==> images/ff_map.png <==
Other sequential cells in the stronger gray, the rest of the logic in the fainter gray.
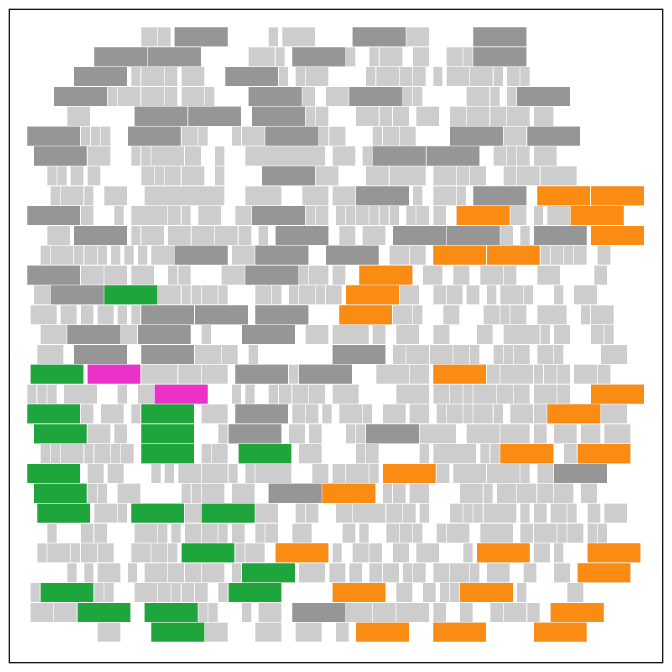
==> images/pinout.png <==
Pins as bars across the die edge, other pins in gray.
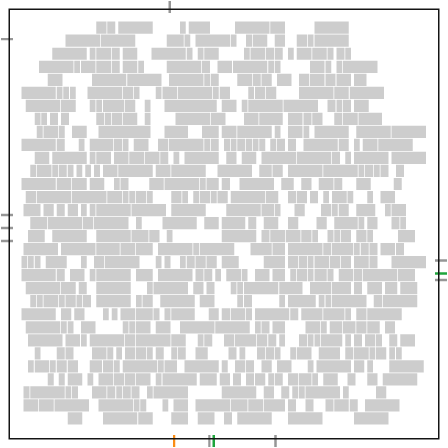
==> images/congestion_map.png <==
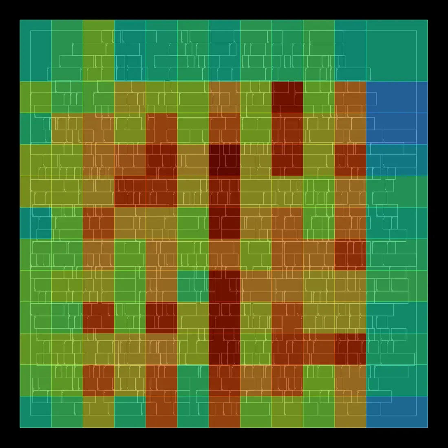
--- config.mk ---
export PLATFORM = sky130hd
export DESIGN_NAME = stopwatch_ctrl
export DESIGN_NICKNAME = d
export VERILOG_FILES = /design/src/rtl/stopwatch_pkg.sv /design/src/rtl/btn_debounce.sv /design/src/rtl/stopwatch_ctrl.sv
export SDC_FILE = /design/constraint.sdc
export NUM_CORES = 1
export LEC_CHECK = 0
export CORE_MARGIN = 2
export CORE_UTILIZATION = 66
export CTS_CLUSTER_DIAMETER = 200
export DETAILED_ROUTE_END_ITERATION = 6
export GPL_TIMING_DRIVEN = 0
export PLACE_DENSITY = 0.84
export SETUP_SLACK_MARGIN = 0.2
export SYNTH_ARGS = -nofsm -noshare
export SYNTH_HDL_FRONTEND = slang
export SYNTH_SLANG_ARGS = --single-unit
--- constraint.sdc ---
create_clock -name clk -period 4.4 [get_ports clk]
set_input_delay 0.44 -clock clk [delete_from_list [all_inputs] [get_ports clk]]
set_output_delay 0.44 -clock clk [all_outputs]
set_load 0.05 [all_outputs]
--- src/rtl/stopwatch_pkg.sv ---
// Shared definitions for the stopwatch: FSM state encoding and default
// frequency constants used by the control, counter and display blocks.
package stopwatch_pkg;

  typedef enum logic [1:0] {
    ST_IDLE  = 2'b00,
    ST_RUN   = 2'b01,
    ST_PAUSE = 2'b10,
    ST_LAP   = 2'b11
  } sw_state_t;

  localparam int unsigned DEF_CLK_HZ       = 100_000_000;
  localparam int unsigned DEF_TICK_HZ      = 1;
  localparam int unsigned DEF_FAST_MULT    = 4;
  localparam int unsigned DEF_DEBOUNCE_CYC = 1_000_000;

  // The prescaler advances only while the stopwatch is counting.
  function automatic logic is_counting(input sw_state_t s);
    return (s == ST_RUN) || (s == ST_LAP);
  endfunction

endpackage

--- src/rtl/btn_debounce.sv ---
// Push-button conditioner: 2-FF synchroniser, consecutive-sample debounce
// counter and rising-edge event generator for one raw button.
module btn_debounce
  import stopwatch_pkg::*;
#(
  parameter int unsigned DEBOUNCE_CYC = DEF_DEBOUNCE_CYC
) (
  input  logic clk,
  input  logic reset,
  input  logic btn_raw,
  output logic level,
  output logic rise
);

  localparam int unsigned CNT_W = (DEBOUNCE_CYC > 1) ? $clog2(DEBOUNCE_CYC) : 1;
  localparam logic [CNT_W-1:0] CNT_MAX = CNT_W'(DEBOUNCE_CYC - 1);

  logic [1:0]       sync_q;
  logic             level_q, level_d;
  logic             rise_q, rise_d;
  logic [CNT_W-1:0] cnt_q, cnt_d;

  // Count consecutive samples that disagree with the accepted level; any
  // agreeing sample restarts the count.
  always_comb begin
    // NOTE: every always_comb output gets a default first so no latch is inferred.
    level_d = level_q;
    rise_d  = 1'b0;
    cnt_d   = '0;
    if (sync_q[1] != level_q) begin
      if (cnt_q == CNT_MAX) begin
        level_d = sync_q[1];
        rise_d  = sync_q[1];
      end else begin
        cnt_d = cnt_q + 1'b1;
      end
    end
  end

  // Synchroniser, debounce state and registered edge marker.
  always_ff @(posedge clk) begin
    // NOTE: sequential state uses non-blocking assignments only.
    if (!reset) begin
      sync_q  <= '0;
      level_q <= 1'b0;
      rise_q  <= 1'b0;
      cnt_q   <= '0;
    end else begin
      sync_q  <= {sync_q[0], btn_raw};
      level_q <= level_d;
      rise_q  <= rise_d;
      cnt_q   <= cnt_d;
    end
  end

  assign level = level_q;
  assign rise  = rise_q;

endmodule

--- src/rtl/stopwatch_ctrl.sv ---
// Stopwatch control sequencer: conditions the three buttons, runs the
// IDLE/RUN/PAUSE/LAP FSM and generates tick, clr and hold for the counter.
module stopwatch_ctrl
  import stopwatch_pkg::*;
#(
  parameter int unsigned CLK_HZ       = DEF_CLK_HZ,
  parameter int unsigned TICK_HZ      = DEF_TICK_HZ,
  parameter int unsigned FAST_MULT    = DEF_FAST_MULT,
  parameter int unsigned DEBOUNCE_CYC = DEF_DEBOUNCE_CYC
) (
  input  logic       clk,
  input  logic       reset,
  input  logic       btn_start,
  input  logic       btn_lap,
  input  logic       btn_clr,
  input  logic       speed_up,
  output logic       tick,
  output logic       clr,
  output logic       hold,
  output logic       running,
  output logic [1:0] state
);

  localparam int unsigned PRESC_FULL = CLK_HZ / TICK_HZ;
  localparam int unsigned PRESC_W    = $clog2(PRESC_FULL);
  localparam logic [PRESC_W-1:0] TERM_NORM = PRESC_W'(PRESC_FULL - 1);
  localparam logic [PRESC_W-1:0] TERM_FAST = PRESC_W'(CLK_HZ / (TICK_HZ * FAST_MULT) - 1);

  logic lvl_start, lvl_lap, lvl_clr;
  logic rise_start, rise_lap, rise_clr;
  logic ev_start, ev_lap, ev_clr;

  btn_debounce #(.DEBOUNCE_CYC(DEBOUNCE_CYC)) u_db_start (
    .clk(clk), .reset(reset), .btn_raw(btn_start), .level(lvl_start), .rise(rise_start)
  );
  btn_debounce #(.DEBOUNCE_CYC(DEBOUNCE_CYC)) u_db_lap (
    .clk(clk), .reset(reset), .btn_raw(btn_lap), .level(lvl_lap), .rise(rise_lap)
  );
  btn_debounce #(.DEBOUNCE_CYC(DEBOUNCE_CYC)) u_db_clr (
    .clk(clk), .reset(reset), .btn_raw(btn_clr), .level(lvl_clr), .rise(rise_clr)
  );

  // The edge marker and the accepted level go high on the same edge.
  assign ev_start = rise_start & lvl_start;
  assign ev_lap   = rise_lap   & lvl_lap;
  assign ev_clr   = rise_clr   & lvl_clr;

  sw_state_t          state_q, state_d;
  logic               hold_q, hold_d;
  logic               clr_q, clr_d;
  logic               tick_q, tick_d;
  logic               running_q;
  logic               presc_zero;
  logic [PRESC_W-1:0] presc_q, presc_d;
  logic [PRESC_W-1:0] term;
  logic [1:0]         spd_sync_q;

  // FSM next state; priority start > clr > lap, losing events are dropped.
  always_comb begin
    state_d    = state_q;
    hold_d     = hold_q;
    clr_d      = 1'b0;
    presc_zero = 1'b0;
    case (state_q)
      ST_IDLE: begin
        if (ev_start) begin
          state_d    = ST_RUN;
          presc_zero = 1'b1;
        end else if (ev_clr) begin
          clr_d = 1'b1;
        end
      end
      ST_RUN: begin
        if (ev_start) begin
          state_d = ST_PAUSE;
        end else if (!ev_clr && ev_lap) begin
          state_d = ST_LAP;
          hold_d  = 1'b1;
        end
      end
      ST_LAP: begin
        if (ev_start) begin
          state_d = ST_PAUSE;
          hold_d  = 1'b0;
        end else if (!ev_clr && ev_lap) begin
          state_d = ST_RUN;
          hold_d  = 1'b0;
        end
      end
      ST_PAUSE: begin
        if (ev_start) begin
          state_d = ST_RUN;
        end else if (ev_clr) begin
          state_d    = ST_IDLE;
          clr_d      = 1'b1;
          presc_zero = 1'b1;
        end
      end
    endcase
  end

  // Prescaler: >= compare so a late switch to fast mode ticks at once.
  assign term = spd_sync_q[1] ? TERM_FAST : TERM_NORM;

  always_comb begin
    presc_d = presc_q;
    tick_d  = 1'b0;
    if (presc_zero) begin
      presc_d = '0;
    end else if (is_counting(state_q)) begin
      if (presc_q >= term) begin
        presc_d = '0;
        tick_d  = 1'b1;
      end else begin
        presc_d = presc_q + 1'b1;
      end
    end
  end

  // Registered FSM, prescaler, speed synchroniser and outputs.
  always_ff @(posedge clk) begin
    if (!reset) begin
      state_q    <= ST_IDLE;
      hold_q     <= 1'b0;
      clr_q      <= 1'b0;
      tick_q     <= 1'b0;
      running_q  <= 1'b0;
      presc_q    <= '0;
      spd_sync_q <= '0;
    end else begin
      state_q    <= state_d;
      hold_q     <= hold_d;
      clr_q      <= clr_d;
      tick_q     <= tick_d;
      running_q  <= is_counting(state_d);
      presc_q    <= presc_d;
      spd_sync_q <= {spd_sync_q[0], speed_up};
    end
  end

  assign tick    = tick_q;
  assign clr     = clr_q;
  assign hold    = hold_q;
  assign running = running_q;
  assign state   = state_q;

endmodule

==> out/qor.yml <==
outcome: "finished clean"
layout.nonclk_buf_share_pct: 3.53
swShare_pct: 22.1
drtAntennaViolNets: 0
multi_input_comb_cells: 421
grt_pass1_wl_um: 16200
ys_sh_xor_pct: 13.8
critical_path.max_stage_delay_ns: 0.48
postCtsSetupBuffers: 0
route.vias.total: 3944
hpwl_um: 6740
edf_count: 0
fp.coreArea_um2: 7140
setup_viol: 0
wl_met3_um: 373
fin_skew_ns: 0.0112
p_seq_uw: 970
die_h_um: 89.4
yosys_area_um2: 4810
final_nets: 601
p_comb_share_pct: 1.8
crit_family: "AND-OR/OR-AND gates"
endpoint_kind: "flip-flop"
internal_power_mw: 1.31
powerClk_uw: 679
inv_count: 15
seq_cells: 106
port-buffer-count: 11
comb-power_uw: 29.8
min_from: "u_db_lap.sync_q[0]"
overflow: 0
wl_met2_um: 4880
fin_ws_ns: 1.48
ys_seq_share_pct: 44.1
yosysUniqueCellTypes: 40
startpoint_type: "flip-flop"
drc: 0
clock_latency_ns: 0.37
clock-sinks: 106
synth-seq-cells: 106
routed_via_density: 5.74
maxCapViolCount: 0
warnings: 26
crit_start: "spd_sync_q[1]"
buffers: 30
synth_area_per_cell_um2: 8.58
wirelength_um: 9610
top_cell_area_share_pct: 44.1
-- ff_map.png (at the start) --
Magenta marks u_db_lap.sync_q, sequential cells 2. Green marks u_db_lap.cnt_q, sequential cells 20, where bottom left. Orange marks presc_q, sequential cells 27.
Another 57 sequential cells are not colored.

-- pinout.png (at the start) --
Orange marks reset, pins 1, direction input, edge bottom. Green marks state, pins 2, direction output, edge 1 right, 1 bottom.
All pins by edge: 4 left, 4 bottom, 3 right, 1 top.

-- congestion_map.png (at the start) --
Global Route met2 Usage: 45.8%
Overall Global Routing Usage: 26.1%
routing usage on met3: 7.11%
gr busiest metal: met2

